## src/rtl/lovelace_pkg.sv

```systemverilog
// rtl/lovelace_pkg.sv - shared FSM encoding, ASCII and component constants for the command parser
package lovelace_pkg;

    typedef enum logic [2:0] {
        S_IDLE     = 3'd0,
        S_GET_ID   = 3'd1,
        S_GET_IDX  = 3'd2,
        S_GET_VAL  = 3'd3,
        S_EMIT     = 3'd4,
        S_SKIP     = 3'd5,
        S_LINE_END = 3'd6
    } state_t;

    localparam logic [7:0] CH_SP = 8'h20;
    localparam logic [7:0] CH_LF = 8'h0A;
    localparam logic [7:0] CH_CR = 8'h0D;
    localparam logic [7:0] CH_0  = 8'h30;
    localparam logic [7:0] CH_1  = 8'h31;
    localparam logic [7:0] CH_9  = 8'h39;
    localparam logic [7:0] CH_B  = 8'h62;
    localparam logic [7:0] CH_F  = 8'h66;
    localparam logic [7:0] CH_T  = 8'h74;
    localparam logic [7:0] CH_H  = 8'h68;
    localparam logic [7:0] CH_E  = 8'h65;

    localparam logic [1:0] AIRFLOW_ID   = 2'b00;
    localparam logic [1:0] THRUSTERS_ID = 2'b01;
    localparam logic [1:0] SOLAR_ID     = 2'b10;

    localparam logic RADIX_BIN = 1'b0;
    localparam logic RADIX_DEC = 1'b1;

endpackage

```

## src/rtl/cmd_digit_decode.sv

```systemverilog
// rtl/cmd_digit_decode.sv - classifies an ASCII byte as a binary or decimal digit
import lovelace_pkg::*;

module cmd_digit_decode (
    input  logic [7:0] in_byte,
    input  logic       radix,
    output logic       is_digit,
    output logic [3:0] digit
);

    // ASCII '0'..'9' sit at 0x30..0x39, so the low nibble is already the value
    always_comb begin
        digit = in_byte[3:0];
        if (radix == RADIX_DEC)
            is_digit = (in_byte >= CH_0) && (in_byte <= CH_9);
        else
            is_digit = (in_byte == CH_0) || (in_byte == CH_1);
    end

endmodule

```

## src/rtl/cmd_parser.sv

```systemverilog
// rtl/cmd_parser.sv - ASCII command-line parser; PARSE_ERR_CNT_EN adds a saturating err_cnt cleared by "e\n"
import lovelace_pkg::*;

module cmd_parser #(
    parameter int IDX_W = 8,
    parameter int VAL_W = 64
) (
    input  logic             clk,
    input  logic             rst,
    input  logic             in_valid,
    input  logic [7:0]       in_byte,
    output logic             in_ready,
    output logic             cmd_valid,
    input  logic             cmd_ready,
    output logic             cmd_float,
    output logic [1:0]       cmd_id,
    output logic [IDX_W-1:0] cmd_index,
    output logic [VAL_W-1:0] cmd_value,
    output logic             tick,
    output logic             parse_err
`ifdef PARSE_ERR_CNT_EN
    ,
    output logic [7:0]       err_cnt
`endif
);

    state_t     state;
    logic       got_digit;
    logic       val_done;
    logic       radix;
    logic       is_digit;
    logic [3:0] digit;
`ifdef PARSE_ERR_CNT_EN
    logic       line_clear;
`endif

    assign radix     = (state == S_GET_IDX || (state == S_GET_VAL && cmd_float)) ? RADIX_DEC : RADIX_BIN;
    assign in_ready  = (state != S_EMIT);
    assign cmd_valid = (state == S_EMIT);

    cmd_digit_decode u_digit (
        .in_byte  (in_byte),
        .radix    (radix),
        .is_digit (is_digit),
        .digit    (digit)
    );

    always_ff @(posedge clk) begin
        if (rst) begin
            state     <= S_IDLE;
            cmd_float <= 1'b0;
            cmd_id    <= '0;
            cmd_index <= '0;
            cmd_value <= '0;
            tick      <= 1'b0;
            parse_err <= 1'b0;
            got_digit <= 1'b0;
            val_done  <= 1'b0;
`ifdef PARSE_ERR_CNT_EN
            line_clear <= 1'b0;
            err_cnt    <= '0;
`endif
        end else begin
            parse_err <= 1'b0;
`ifdef PARSE_ERR_CNT_EN
            if (parse_err && err_cnt != 8'hFF)
                err_cnt <= err_cnt + 8'd1;
`endif
            if (state == S_EMIT) begin
                if (cmd_ready)
                    state <= S_IDLE;
            end else if (in_valid) begin
                case (state)
                    S_IDLE: begin
                        if (in_byte == CH_B || in_byte == CH_F) begin
                            state     <= S_GET_ID;
                            cmd_float <= (in_byte == CH_F);
                            cmd_id    <= '0;
                            cmd_index <= '0;
                            cmd_value <= '0;
                            got_digit <= 1'b0;
                            val_done  <= 1'b0;
                        end else if (in_byte == CH_T) begin
`ifdef PARSE_ERR_CNT_EN
                            line_clear <= 1'b0;
`endif
                            state <= S_LINE_END;
`ifdef PARSE_ERR_CNT_EN
                        end else if (in_byte == CH_E) begin
                            line_clear <= 1'b1;
                            state      <= S_LINE_END;
`endif
                        end else if (in_byte == CH_H) begin
                            state <= S_SKIP;
                        end else if (in_byte != CH_LF && in_byte != CH_CR) begin
                            parse_err <= 1'b1;
                            state     <= S_SKIP;
                        end
                    end
                    // single-letter lines commit only on their '\n'; trailing junk is malformed
                    S_LINE_END: begin
                        if (in_byte == CH_LF) begin
`ifdef PARSE_ERR_CNT_EN
                            if (line_clear)
                                err_cnt <= '0;
                            else
                                tick <= ~tick;
`else
                            tick <= ~tick;
`endif
                            state <= S_IDLE;
                        end else if (in_byte != CH_CR) begin
                            parse_err <= 1'b1;
                            state     <= S_SKIP;
                        end
                    end
                    S_GET_ID, S_GET_IDX, S_GET_VAL: begin
                        if (in_byte == CH_SP) begin
                            if (got_digit) begin
                                got_digit <= 1'b0;
                                if (state == S_GET_ID)
                                    state <= S_GET_IDX;
                                else if (state == S_GET_IDX)
                                    state <= S_GET_VAL;
                                else
                                    val_done <= 1'b1;
                            end
                        end else if (in_byte == CH_LF) begin
                            if (state == S_GET_VAL && (got_digit || val_done)) begin
                                state <= S_EMIT;
                            end else begin
                                parse_err <= 1'b1;
                                state     <= S_IDLE;
                            end
                        end else if (in_byte != CH_CR) begin
                            if (is_digit && !val_done) begin
                                got_digit <= 1'b1;
                                if (state == S_GET_ID)
                                    cmd_id <= {cmd_id[0], digit[0]};
                                else if (state == S_GET_IDX)
                                    cmd_index <= cmd_index * IDX_W'(10) + IDX_W'(digit);
                                else if (cmd_float)
                                    cmd_value <= cmd_value * VAL_W'(10) + VAL_W'(digit);
                                else
                                    cmd_value <= {cmd_value[VAL_W-2:0], digit[0]};
                            end else begin
                                parse_err <= 1'b1;
                                state     <= S_SKIP;
                            end
                        end
                    end
                    S_SKIP: begin
                        if (in_byte == CH_LF)
                            state <= S_IDLE;
                    end
                    default: state <= S_IDLE;
                endcase
            end
        end
    end

endmodule
```

## config.mk

```make
export PLATFORM = sky130hd
export DESIGN_NAME = cmd_parser
export DESIGN_NICKNAME = d
export VERILOG_FILES = /design/src/rtl/lovelace_pkg.sv /design/src/rtl/cmd_digit_decode.sv /design/src/rtl/cmd_parser.sv
export SDC_FILE = /design/constraint.sdc
export NUM_CORES = 1
export LEC_CHECK = 0
export ABC_AREA = 1
export CAP_MARGIN = 0
export CORE_MARGIN = 10
export CORE_UTILIZATION = 40
export DETAILED_ROUTE_END_ITERATION = 10
export HOLD_SLACK_MARGIN = 0.05
export PLACE_DENSITY_LB_ADDON = 0.08
export SYNTH_ARGS = -nofsm -noshare
export SYNTH_HDL_FRONTEND = slang
export SYNTH_SLANG_ARGS = --single-unit
```

## constraint.sdc

```tcl
create_clock -name clk -period 4.3 [get_ports clk]
set_input_delay 0.43 -clock clk [delete_from_list [all_inputs] [get_ports clk]]
set_output_delay 0.43 -clock clk [all_outputs]
set_load 0.05 [all_outputs]
```

==> run notes <==
yosys + openroad results -> Clk pwr share around a quarter, worst vdd ir roughly 0.00036 V, I/O Pins around 91, DR WL/cell about 18 µm, post-route insts no fill ~3000, outcome complete, no violations, Final setup viols 0, Cells after DPL between 2000 and 3000, Comb area just under 0.01 mm², Die Size approximately 0.040 mm², Slew HR between 40% and 50%, Commonest Layout Cell nand2_1, FP Core Util 40.3%, Routability Congestion around 0.98, Syn Area/Cell 5.39 µm², FP Rows ~66, DRC 0, Final Cycle Share between 90% and 100%, routed wl met2 24400 µm, diode count 0, GRT met2 Usage around 43%, # Cells Yosys between 2000 and 2500, cell area after layout 0.0150 mm², Ys Warns 0, final worst path period need approximately 4 ns, leading area contributor after synthesis nand2_1, depth of the CTS H-tree 3, synthesized area around 0.013 mm², Crit Path Class reg2reg
[sequential cells by signal, summed over array words and instances, names as in the netlist]
signal	cells
val_done	1
cmd_index	8
state	3
parse_err	1
cmd_id	2
got_digit	1
cmd_value	64
tick	1
cmd_float	1
[worst paths after layout]
kind                      start            end  slack (ns)  cells after the start
setup / recovery  cmd_value[14]  cmd_value[45]        0.29                     20
hold / removal        cmd_id[0]      cmd_id[1]        0.50                      2
setup reg to reg  cmd_value[14]  cmd_value[45]        0.29                     20
hold reg to reg       cmd_id[0]      cmd_id[1]        0.50                      2
[final cells by class]
cell class	count	share of cell area (%)
multi-input combinational	1872	64.4
clock inverter	6	0.317
tap	442	3.69
inverter	439	11.0
clock buffer	10	1.59
sequential	82	11.0
timing repair buffer	131	8.02
clock_nets.png
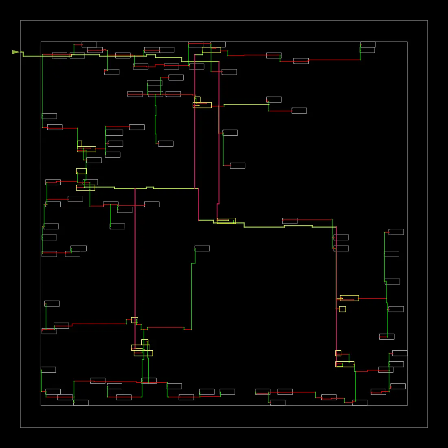
P_clk: 834 µW
registers: 82

m1.png
Supply wires on this layer in grey. Cells faint in the background.
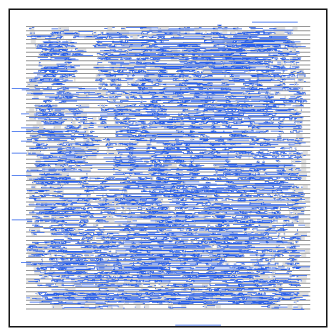
- main direction: horizontal
- longest straight run: 52.4 µm
- wire length on this layer: 24.8 mm
- share of all routed wire: 46%
Via Count: 15200
met1 GRT Util: 34.3%
wirelength, routed: 53500 µm

sizing.png
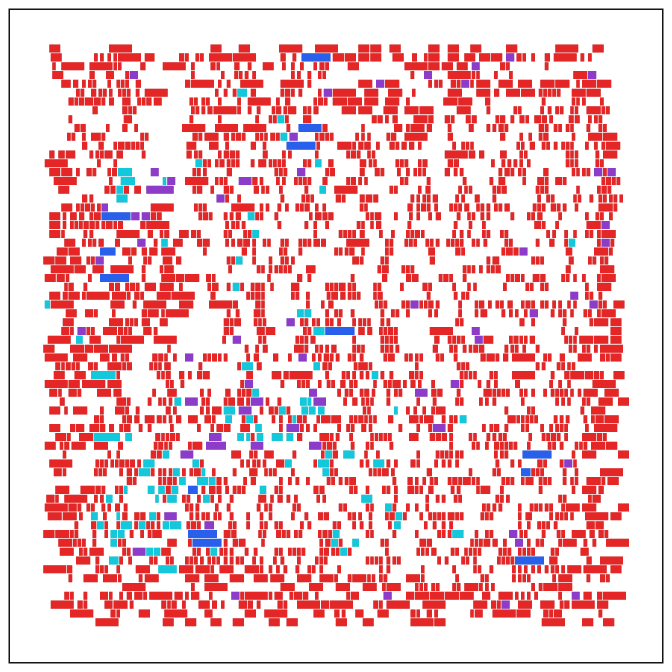
- x6 and larger: blue (cells 13; share 0.51%)
- x3 and x4: purple (cells 61; share 2.4%)
- x2: cyan (cells 97; share 3.8%)
- x1 and smaller: red (cells 2369; share 93%)
Buffers, non-clock: 131
fin worst setup slack: 0.293 ns

Power figures rest on the tool's default switching activity, not on a simulated workload.
